### src/rtl/dmem_responder_if.sv
// Load/store port between the core's memory-request logic (master) and the
// data-memory responder (slave): one request channel, one response channel.
interface dmem_responder_if;
    logic        req_valid;
    logic        req_ready;
    logic        req_we;
    logic [31:0] req_addr;
    logic [31:0] req_wdata;
    logic [3:0]  req_be;
    logic        rsp_valid;
    logic        rsp_ready;
    logic [31:0] rsp_rdata;
    logic        rsp_err;

    modport master (
        output req_valid, req_we, req_addr, req_wdata, req_be, rsp_ready,
        input  req_ready, rsp_valid, rsp_rdata, rsp_err
    );

    modport slave (
        input  req_valid, req_we, req_addr, req_wdata, req_be, rsp_ready,
        output req_ready, rsp_valid, rsp_rdata, rsp_err
    );
endinterface

### src/rtl/dmem_responder.sv
// Word-oriented data memory answering the core's load/store port with a
// programmable wait-state delay. Optional fault detection: DMEM_ERR_EN.
//
//   state   | meaning
//   --------+----------------------------------------------------------
//   ST_IDLE | ready for a request; nothing outstanding
//   ST_WAIT | request latched, wait-state down-counter running
//   ST_RESP | access done, response held until rsp_ready
module dmem_responder #(
    parameter int DEPTH_WORDS = 64,
    parameter int WAIT_STATES = 2
) (
    input  logic                   clk,
    input  logic                   rst,
    dmem_responder_if.slave        bus,
    output logic [15:0]            test_value
);
    localparam int AW = $clog2(DEPTH_WORDS);

    typedef enum logic [1:0] {ST_IDLE, ST_WAIT, ST_RESP} state_t;

    state_t      state, state_nxt;
    logic [3:0]  wcnt;
    logic        ready_en;
    logic        hs;
    logic        exec;
    logic        fault;
    logic        we_q;
    logic [31:0] addr_q;
    logic [31:0] wdata_q;
    logic [3:0]  be_q;
    logic [31:0] rdata_q;
    logic        err_q;
    logic [AW-1:0] idx;
    logic [31:0] mem [DEPTH_WORDS];

    assign idx = addr_q[AW+1:2];

`ifdef DMEM_ERR_EN
    assign fault = (addr_q[1:0] != 2'b00) || (addr_q[31:AW+2] != '0);
`else
    logic unused_addr_bits;
    assign unused_addr_bits = ^{addr_q[31:AW+2], addr_q[1:0]};
    assign fault = 1'b0;
`endif

    // ready_en keeps req_ready low until the first clock after reset release
    always_ff @(posedge clk or negedge rst) begin
        if (!rst) begin
            state    <= ST_IDLE;
            ready_en <= 1'b0;
        end else begin
            state    <= state_nxt;
            ready_en <= 1'b1;
        end
    end

    always_comb begin
        state_nxt     = state;
        exec          = 1'b0;
        bus.req_ready = 1'b0;
        bus.rsp_valid = 1'b0;
        hs            = 1'b0;
        case (state)
            ST_IDLE: begin
                bus.req_ready = ready_en;
                hs            = bus.req_valid && ready_en;
                if (hs) state_nxt = ST_WAIT;
            end
            ST_WAIT: begin
                if (wcnt == 4'd0) begin
                    exec      = 1'b1;
                    state_nxt = ST_RESP;
                end
            end
            ST_RESP: begin
                bus.rsp_valid = 1'b1;
                if (bus.rsp_ready) state_nxt = ST_IDLE;
            end
            default: state_nxt = ST_IDLE;
        endcase
    end

    // The counter starts at WAIT_STATES so the execute edge lands one cycle
    // after the last wait state, giving rsp_valid after edge N+1+WAIT_STATES.
    always_ff @(posedge clk or negedge rst) begin
        if (!rst) begin
            wcnt    <= 4'd0;
            we_q    <= 1'b0;
            addr_q  <= '0;
            wdata_q <= '0;
            be_q    <= '0;
        end else if (hs) begin
            wcnt    <= 4'(WAIT_STATES);
            we_q    <= bus.req_we;
            addr_q  <= bus.req_addr;
            wdata_q <= bus.req_wdata;
            be_q    <= bus.req_be;
        end else if (state == ST_WAIT && wcnt != 4'd0) begin
            wcnt <= wcnt - 4'd1;
        end
    end

    always_ff @(posedge clk or negedge rst) begin
        if (!rst) begin
            rdata_q <= '0;
            err_q   <= 1'b0;
        end else if (exec) begin
            rdata_q <= (we_q || fault) ? 32'h0 : mem[idx];
            err_q   <= fault;
        end
    end

    always_ff @(posedge clk or negedge rst) begin
        if (!rst) begin
            for (int i = 0; i < DEPTH_WORDS; i++) mem[i] <= '0;
        end else if (exec && we_q && !fault) begin
            for (int b = 0; b < 4; b++) begin
                if (be_q[b]) mem[idx][8*b +: 8] <= wdata_q[8*b +: 8];
            end
        end
    end

    assign bus.rsp_rdata = rdata_q;
    assign bus.rsp_err   = err_q;
    assign test_value    = mem[0][15:0];
endmodule

### src/flat_wrapper.sv
// flat-port wrapper written by rule: the top's interface ports become plain ports
module dmem_responder_flat 
#(
    parameter int DEPTH_WORDS = 64,
    parameter int WAIT_STATES = 2
)
  (clk, rst, test_value, bus_req_valid, bus_req_we, bus_req_addr, bus_req_wdata, bus_req_be, bus_rsp_ready, bus_req_ready, bus_rsp_valid, bus_rsp_rdata, bus_rsp_err);
  dmem_responder_if bus_i ();
  input  logic clk;
  input  logic rst;
  output logic [15:0] test_value;
  input wire logic [$bits(bus_i.req_valid)-1:0] bus_req_valid;
  input wire logic [$bits(bus_i.req_we)-1:0] bus_req_we;
  input wire logic [$bits(bus_i.req_addr)-1:0] bus_req_addr;
  input wire logic [$bits(bus_i.req_wdata)-1:0] bus_req_wdata;
  input wire logic [$bits(bus_i.req_be)-1:0] bus_req_be;
  input wire logic [$bits(bus_i.rsp_ready)-1:0] bus_rsp_ready;
  output wire logic [$bits(bus_i.req_ready)-1:0] bus_req_ready;
  output wire logic [$bits(bus_i.rsp_valid)-1:0] bus_rsp_valid;
  output wire logic [$bits(bus_i.rsp_rdata)-1:0] bus_rsp_rdata;
  output wire logic [$bits(bus_i.rsp_err)-1:0] bus_rsp_err;
  assign bus_i.req_valid = bus_req_valid;
  assign bus_i.req_we = bus_req_we;
  assign bus_i.req_addr = bus_req_addr;
  assign bus_i.req_wdata = bus_req_wdata;
  assign bus_i.req_be = bus_req_be;
  assign bus_i.rsp_ready = bus_rsp_ready;
  assign bus_req_ready = bus_i.req_ready;
  assign bus_rsp_valid = bus_i.rsp_valid;
  assign bus_rsp_rdata = bus_i.rsp_rdata;
  assign bus_rsp_err = bus_i.rsp_err;
  dmem_responder #(.DEPTH_WORDS(DEPTH_WORDS), .WAIT_STATES(WAIT_STATES)) u_core (.clk(clk), .rst(rst), .bus(bus_i), .test_value(test_value));
endmodule
### config.mk
export PLATFORM = sky130hd
export DESIGN_NAME = dmem_responder_flat
export DESIGN_NICKNAME = d
export VERILOG_FILES = /design/src/rtl/dmem_responder_if.sv /design/src/rtl/dmem_responder.sv /design/src/flat_wrapper.sv
export SDC_FILE = /design/constraint.sdc
export NUM_CORES = 2
export LEC_CHECK = 0
export CAP_MARGIN = 10
export CORE_MARGIN = 2
export CORE_UTILIZATION = 43
export DETAILED_ROUTE_END_ITERATION = 10
export PLACE_DENSITY = 0.66
export SKIP_CTS_REPAIR_TIMING = 1
export SYNTH_ARGS = -nofsm -noshare
export SYNTH_HDL_FRONTEND = slang
export SYNTH_SLANG_ARGS = --single-unit
### constraint.sdc
create_clock -name clk -period 2.5 [get_ports clk]
set_input_delay 0.375 -clock clk [delete_from_list [all_inputs] [get_ports clk]]
set_output_delay 0.375 -clock clk [all_outputs]
set_load 0.02 [all_outputs]
Fig. 1: metal layers overlaid
Scale bar: 100 um.
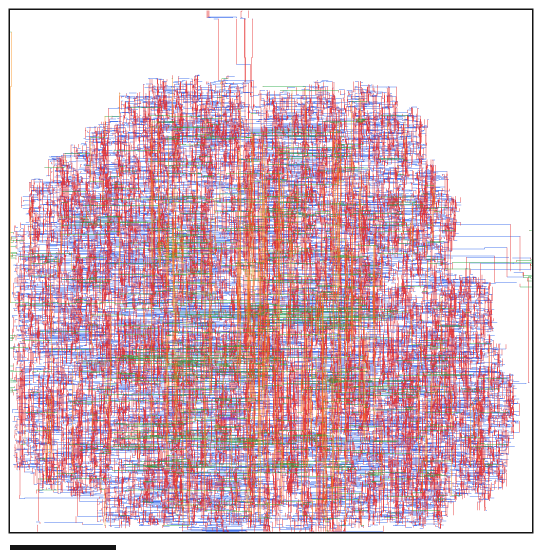
metal 2 -> red  # wire length 140 mm
metal 3 -> green  # wire length 19000 um
metal 5 -> purple  # wire length 13.8 um
metal 1 -> blue  # wire length 136 mm
metal 4 -> orange  # wire length 15800 um

Fig. 2: cell placement
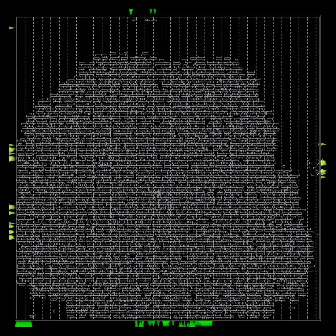
Rows: 179
tap cells: 3167
Core Util, Final: 52.0%
core box area: 238000 um^2
flip-flops: 2130

Fig. 3: the metal 4 layer
Scale bar: 100 um.
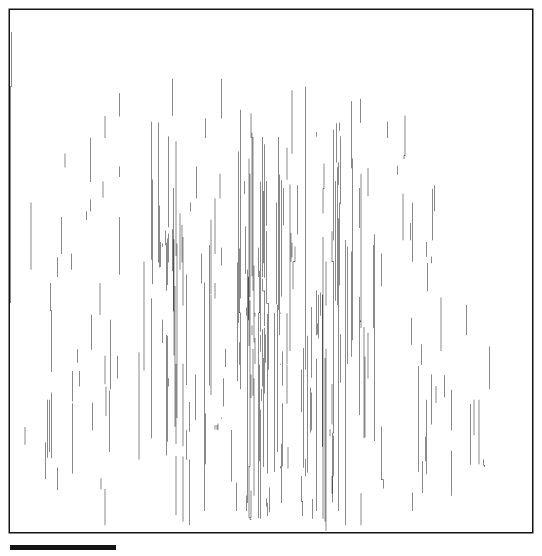
share of all routed wire = 5.1%
main direction = vertical
wire length on this layer = 15800 um
nets with wire on the layer = 158
longest straight run = 276 um

==> results.json <==
{
  "fin_crit_ns": 2.83,
  "stdcell_area_um2": 124000,
  "grt.total_usage_pct": 25.0,
  "fin_setup_tns_ns": -63.62,
  "slew_violations": 0,
  "critPathSlowestCell": "dfrtp_4",
  "n_fill_cell": 19800,
  "hold_violations": 0,
  "antenna_found_initial": 5,
  "io_buffers": 96,
  "slowest_delay_ns": 0.54,
  "synthCells": 8020,
  "synth_area_um2": 103000,
  "avgRoutedWirePerCell_um": 26.3,
  "met1_length_um": 136000,
  "top_cell_area_share_pct": 51.8,
  "cts.clk_slew.worst_paths_ns": 0.06,
  "die_h_um": 493,
  "cpLargestDelayFamily": "buffers and inverters",
  "maxCapViolations": 0,
  "status": "finished with violations",
  "clockRootBuffer": "clkbuf_16",
  "ff_type": "dfrtp_1",
  "layout.cells.non_filler": 11800,
  "violations": "design-rule violations, negative setup slack",
  "hold_path_class": "input pin to async pin",
  "pg_clk_w": 0.0334,
  "final_common_cell": "dfrtp_1",
  "p_per_area_nw_per_um2": 876,
  "seq-power_w": 0.0394,
  "htreeDepth": 4,
  "setup_viol": 1070,
  "ys_seq_share_pct": 51.8,
  "critPathBufInv": 4,
  "met3WireLength_um": 19000,
  "avgSynthCellArea_um2": 12.8,
  "netlist-cell-type-count": 52,
  "top_usage_layer": "met2",
  "die_width_um": 493,
  "grt_setup_unrepaired": "true",
  "worstSkewPairLatency_ns": 0.91,
  "grt_overflow": 0,
  "path_depth": 10,
  "crit_end": "u_core.bus.rsp_rdata[27]",
  "clkPwrFrac_pct": 30.9,
  "p_comb_w": 0.0355,
  "r2r_slack_ns": -0.33,
  "timing.rr.end": "u_core.bus.rsp_rdata[27]",
  "numSynthFlops": 2130,
  "peakVddDrop_uv": 1860,
  "yosys.area_share.aoi_pct": 6.52,
  "wl_met2_um": 140000,
  "sh_seq_area_pct": 43.2,
  "critPathRequiredTime_ns": 3.27,
  "dp_cells": 11400,
  "layout_setup_ws_ns": -0.326,
  "largestClassByArea": "sequential cells",
  "crit_type": "flip-flop to flip-flop",
  "grt_max_degree": 102,
  "fin_nets": 8566,
  "mi_logic_area_um2": 46600,
  "comb_cells": 5074,
  "highest_layer": "met5",
  "firstDrtPassIters": 9,
  "die_area_um2": 243000,
  "drc": 4
}
## sequential cells by signal (all words and copies together) (netlist names)
signal	flops
u_core.wdata_q	32
u_core.be_q	4
u_core.addr_q	6
u_core.ready_en	1
u_core.test_value	16
u_core.state	2
u_core.mem	2032
u_core.we_q	1
u_core.bus.rsp_rdata	32
u_core.wcnt	4
## cells in the mapped netlist (27+ instances only)
library cell / count
buf_4: 43
nor4_1: 33
mux2_2: 2095
buf_2: 128
buf_6: 27
nor2_2: 85
buf_1: 58
o21ai_0: 144
nand3b_1: 361
mux2i_1: 620
nor2_4: 178
a211oi_1: 240
clkbuf_1: 435
nand2_1: 221
nand2b_1: 124
or3b_2: 121
a21oi_1: 248
o22ai_1: 244
o32ai_1: 120
nand3_1: 127
inv_1: 124
dfrtp_1: 2130
